### The metal 1 layer

Scale: 2 px per um. Supply wires on this layer in grey.
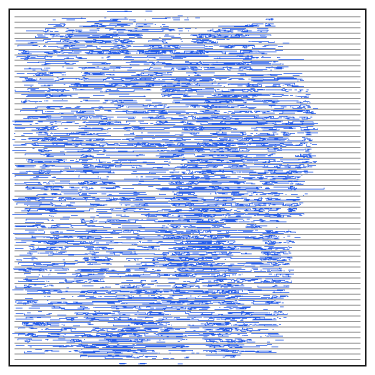
### The metal 2 layer

Scale: 1.5 px per um.
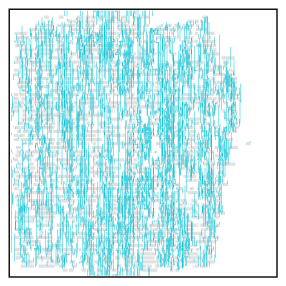
### Met3 routing

Scale: 2 px per um.
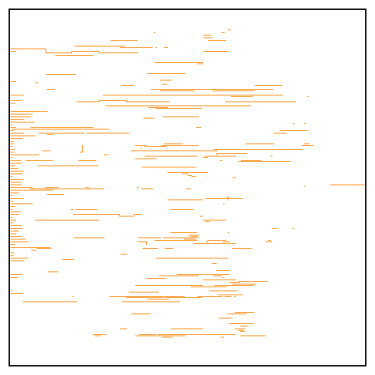
### Met4 routing

Scale: 2 px per um. Supply wires on this layer in grey.
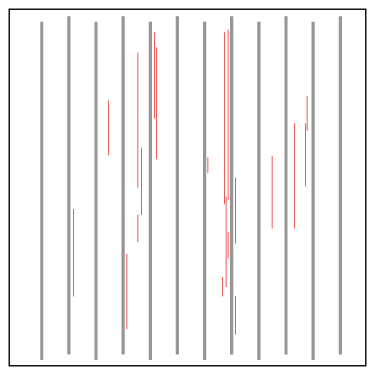
### Cell outlines without signal wires

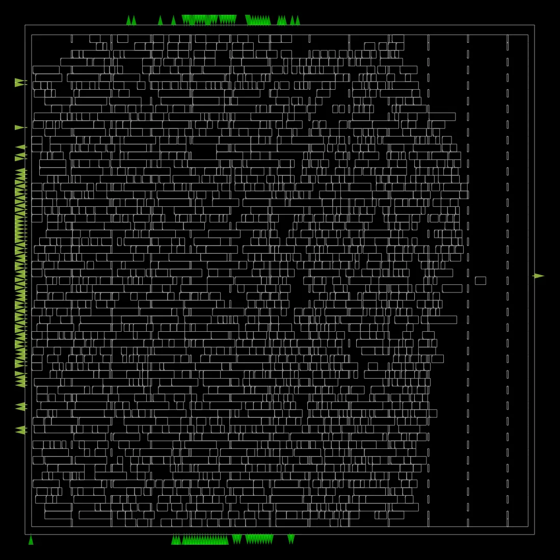
$ cat config.mk
export PLATFORM = sky130hd
export DESIGN_NAME = muldiv_sequencer
export DESIGN_NICKNAME = d
export VERILOG_FILES = /design/src/rtl/muldiv_sequencer.sv
export SDC_FILE = /design/constraint.sdc
export NUM_CORES = 1
export LEC_CHECK = 0
export CELL_PAD_IN_SITES_DETAIL_PLACEMENT = 0
export CELL_PAD_IN_SITES_GLOBAL_PLACEMENT = 1
export CORE_MARGIN = 2
export CORE_UTILIZATION = 40
export CTS_CLUSTER_DIAMETER = 80
export DETAILED_ROUTE_END_ITERATION = 6
export PLACE_DENSITY = 0.81
export SKIP_LAST_GASP = 1
export SLEW_MARGIN = 10
export SYNTH_ARGS = -nofsm -noshare
export SYNTH_HDL_FRONTEND = slang
export SYNTH_SLANG_ARGS = --single-unit
export TNS_END_PERCENT = 50
$ cat constraint.sdc
create_clock -name clk -period 3.2 [get_ports clk]
set_input_delay 0.8 -clock clk [delete_from_list [all_inputs] [get_ports clk]]
set_output_delay 0.8 -clock clk [all_outputs]
set_load 0.05 [all_outputs]
$ cat src/rtl/muldiv_sequencer.sv
// Iterative shift-add multiplier / restoring divider behind a start/busy/done handshake.
// Optional macro SIGNED_MULDIV_EN adds two's-complement operation through an extra FIX cycle.
module muldiv_sequencer #(
    parameter int WIDTH = 32
) (
    input  logic             clk,
    input  logic             rst_n,
    input  logic             start,
    input  logic [3:0]       op,
    input  logic             sgn,
    input  logic [WIDTH-1:0] x,
    input  logic [WIDTH-1:0] y,
    output logic             busy,
    output logic             done,
    output logic [WIDTH-1:0] result_lo,
    output logic [WIDTH-1:0] result_hi,
    output logic             div_zero
);
    localparam int CW = (WIDTH > 1) ? $clog2(WIDTH) : 1;

`ifdef SIGNED_MULDIV_EN
    typedef enum logic [2:0] {S_IDLE, S_MUL, S_DIV, S_FIX, S_DONE} state_t;
    localparam state_t S_LAST_NEXT = S_FIX;
`else
    typedef enum logic [2:0] {S_IDLE, S_MUL, S_DIV, S_DONE} state_t;
    localparam state_t S_LAST_NEXT = S_DONE;
`endif

    state_t             state_q, state_d;
    logic [CW-1:0]      cnt_q, cnt_d;
    logic [WIDTH-1:0]   a_q, a_d;
    logic [2*WIDTH-1:0] acc_q, acc_d;
    logic [WIDTH-1:0]   lo_q, lo_d, hi_q, hi_d;
    logic               dz_q, dz_d;
`ifdef SIGNED_MULDIV_EN
    logic               mul_q, mul_d, neg_q, neg_d, rneg_q, rneg_d;
    logic [2*WIDTH-1:0] prod;
`else
    logic               unused_sgn;
    assign unused_sgn = sgn;
`endif

    logic [WIDTH:0]     mul_sum;
    logic [WIDTH+1:0]   div_diff;
    logic [2*WIDTH-1:0] div_sh, step;
    logic [WIDTH-1:0]   xm, ym;
    logic               last;

    always_comb begin
        state_d = state_q;
        cnt_d   = cnt_q;
        a_d     = a_q;
        acc_d   = acc_q;
        lo_d    = lo_q;
        hi_d    = hi_q;
        dz_d    = dz_q;
`ifdef SIGNED_MULDIV_EN
        mul_d   = mul_q;
        neg_d   = neg_q;
        rneg_d  = rneg_q;
        prod    = acc_q;
`endif
        xm      = x;
        ym      = y;
        step    = acc_q;
        last    = (cnt_q == CW'(WIDTH - 1));

        // acc holds {hi, multiplier} for MUL and {rem, quo} for DIV
        mul_sum  = {1'b0, acc_q[2*WIDTH-1:WIDTH]} + (acc_q[0] ? {1'b0, a_q} : '0);
        div_sh   = {acc_q[2*WIDTH-2:0], 1'b0};
        // keep the bit shifted out of rem so the trial subtract sees WIDTH+1 bits
        div_diff = {1'b0, acc_q[2*WIDTH-1:WIDTH-1]} - {2'b00, a_q};

        case (state_q)
            S_IDLE: begin
`ifdef SIGNED_MULDIV_EN
                if (sgn && x[WIDTH-1]) xm = -x;
                if (sgn && y[WIDTH-1]) ym = -y;
                neg_d  = sgn & (x[WIDTH-1] ^ y[WIDTH-1]);
                rneg_d = sgn & x[WIDTH-1];
                mul_d  = (op == 4'd3);
`endif
                if (start && op == 4'd3) begin
                    acc_d   = {{WIDTH{1'b0}}, ym};
                    a_d     = xm;
                    cnt_d   = '0;
                    dz_d    = 1'b0;
                    state_d = S_MUL;
                end else if (start && op == 4'd4) begin
                    cnt_d = '0;
                    if (y == '0) begin
                        lo_d    = '1;
                        hi_d    = x;
                        dz_d    = 1'b1;
                        state_d = S_DONE;
                    end else begin
                        acc_d   = {{WIDTH{1'b0}}, xm};
                        a_d     = ym;
                        dz_d    = 1'b0;
                        state_d = S_DIV;
                    end
                end
            end
            S_MUL, S_DIV: begin
                if (state_q == S_MUL) begin
                    step = {mul_sum, acc_q[WIDTH-1:1]};
                end else if (div_diff[WIDTH+1]) begin
                    step = div_sh;
                end else begin
                    step = {div_diff[WIDTH-1:0], div_sh[WIDTH-1:1], 1'b1};
                end
                acc_d = step;
                cnt_d = cnt_q + CW'(1);
                if (last) begin
                    state_d = S_LAST_NEXT;
`ifndef SIGNED_MULDIV_EN
                    lo_d = step[WIDTH-1:0];
                    hi_d = step[2*WIDTH-1:WIDTH];
`endif
                end
            end
`ifdef SIGNED_MULDIV_EN
            S_FIX: begin
                if (mul_q) begin
                    prod = neg_q ? -acc_q : acc_q;
                    lo_d = prod[WIDTH-1:0];
                    hi_d = prod[2*WIDTH-1:WIDTH];
                end else begin
                    lo_d = neg_q  ? -acc_q[WIDTH-1:0]       : acc_q[WIDTH-1:0];
                    hi_d = rneg_q ? -acc_q[2*WIDTH-1:WIDTH] : acc_q[2*WIDTH-1:WIDTH];
                end
                state_d = S_DONE;
            end
`endif
            S_DONE:  state_d = S_IDLE;
            default: state_d = S_IDLE;
        endcase
    end

    always_ff @(posedge clk or negedge rst_n) begin
        if (!rst_n) begin
            state_q <= S_IDLE;
            cnt_q   <= '0;
            lo_q    <= '0;
            hi_q    <= '0;
            dz_q    <= 1'b0;
        end else begin
            state_q <= state_d;
            cnt_q   <= cnt_d;
            lo_q    <= lo_d;
            hi_q    <= hi_d;
            dz_q    <= dz_d;
        end
    end

    always_ff @(posedge clk) begin
        a_q   <= a_d;
        acc_q <= acc_d;
`ifdef SIGNED_MULDIV_EN
        mul_q  <= mul_d;
        neg_q  <= neg_d;
        rneg_q <= rneg_d;
`endif
    end

`ifdef SIGNED_MULDIV_EN
    assign busy = (state_q == S_MUL) || (state_q == S_DIV) || (state_q == S_FIX);
`else
    assign busy = (state_q == S_MUL) || (state_q == S_DIV);
`endif
    assign done      = (state_q == S_DONE);
    assign result_lo = lo_q;
    assign result_hi = hi_q;
    assign div_zero  = dz_q;
endmodule

==> flow_summary.ini <==
; physical design summary
[synth]
synth_seq_share_pct = 38.9
synth_flops = 168
synth_area_mm2 = 0.0120

[sta]
drv_slew = 0
tns_ns = -0.262
setup_viol = 11
fin_skew_ns = 0.0232
layout_setup_ws_ns = -0.0526
hold_viol_final = 0

[setup_path]
r2r_slack_ns = -0.05
cp-endpoint = acc_q[52]
crit_path_start = acc_q[31]
r2r_start = acc_q[31]
crit_fanout = 3
crit_slowest_cell = edfxtp_1
ff2ff_path_depth = 15
crit_type = flop to flop
crit_arrival_ns = 3.44

[global_route]
grt_max_degree = 73
grt_first_pass_wirelength_um = 63400
grt_pass1_vias = 11200

[flow_run]
drv_cap = 0
warnings = 32

[final_layout]
seq-cell-share_pct = 27.9
seq_area_mm2 = 0.00468
final_area_mm2 = 0.0168
area_growth_pct = 39.2
clk_share_pct = 3.46
comb_share_pct = 45.4

[place]
portBuffers = 137
hpwlAfterDp_um = 31800
postPlaceCellArea_mm2 = 0.0153

[detailed_routing]
vias_per_cell = 5.73
drtIter0Drc = 917

[power]
power_density_mw_per_mm2 = 744
p_int_uw = 6760
p_sw_uw = 5720

[floorplanning]
core_area_mm2 = 0.0296
die_w_um = 177

[hold_path]
min_from = cnt_q[4]
whs_path_depth = 2

[cts]
clkLatencyLatePin_ns = 0.44

[outcome]
violations = negative setup slack
status = finished with violations
Back to the opening pictures, 'The metal 1 layer':
wire length on this layer: 19,300 um
share of all routed wire: 46%
nets with wire on the layer: 1,648
main direction: horizontal
detailed-route via count: 11,400
met1 GRT Util: 37.4%
Routed WL: 41,500 um

Back to the opening pictures, 'The metal 2 layer':
main direction: vertical
share of all routed wire: 46%
wire length on this layer: 19,000 um
nets with wire on the layer: 1,514
longest straight run: 86.2 um
global routing usage on met2: 41.4%

Back to the opening pictures, 'Met3 routing':
main direction: horizontal
wire length on this layer: 2,540 um
longest straight run: 89.7 um
nets with wire on the layer: 192
met3 Use GR: 4.20%

Back to the opening pictures, 'Met4 routing':
share of all routed wire: 1.8%
longest straight run: 85.7 um

Back to the opening pictures, 'Cell outlines without signal wires':
# fillers: 2,655
Layout Utilization: 56.6%
Seq cells: 168
fin cells: 1,995

-- synthesized netlist by cell type, drive strengths merged, types with 3 or more instances --
cell | n | area share (%)
a31o | 6 | 0.44
nand2b | 13 | 0.68
a211o | 5 | 0.36
o22a | 11 | 0.80
mux2 | 35 | 3.3
buf | 19 | 0.88
xor2 | 19 | 1.4
a211oi | 45 | 2.9
o221ai | 3 | 0.22
a221oi | 5 | 0.47
o21bai | 8 | 0.50
mux2i | 45 | 3.7
a311oi | 3 | 0.22
and2 | 40 | 2.1
nor3 | 17 | 0.71
o21ai | 47 | 2.0
o2111ai | 3 | 0.27
o31a | 10 | 0.73
dfrtp | 72 | 15
xnor2 | 30 | 2.2
a221o | 3 | 0.25
a21oi | 102 | 4.2
a31oi | 50 | 2.6
a2111oi | 3 | 0.37
inv | 49 | 1.5
nor2b | 44 | 2.3
a21o | 44 | 2.7
nand2 | 97 | 3.0
nand3 | 32 | 1.4
or3 | 5 | 0.26
o31ai | 5 | 0.31
nor4 | 11 | 0.57
nor2 | 98 | 3.1
o21a | 10 | 0.62
and3 | 13 | 0.68
edfxtp | 96 | 24
nand4 | 14 | 0.73
clkbuf | 57 | 1.8
or2 | 11 | 0.57
o211ai | 9 | 0.60
ha | 69 | 7.2
o22ai | 5 | 0.26
-- cell families (layout without fill, tap and decap cells) --
kind of cell,count (synthesis),after routing,synth area share (%)
and+or+nand+nor,400,400,16.4
AOI/OAI and AO/OA,396,396,22.4
DFF,168,168,38.9
buffers and inverters,126,441,4.25
muxes,80,80,7.01
adders and majority gates,71,71,7.50
xor gates and xnor gates,49,49,3.56
-- routing by layer --
layer	vias up	global-route usage, %	wire, um
met5	-	0	0
met2	376	41.4	19000
met3	43	4.20	2540
met4	0	6.28	754
met1	5591	37.4	19300
li1	5413	-	-
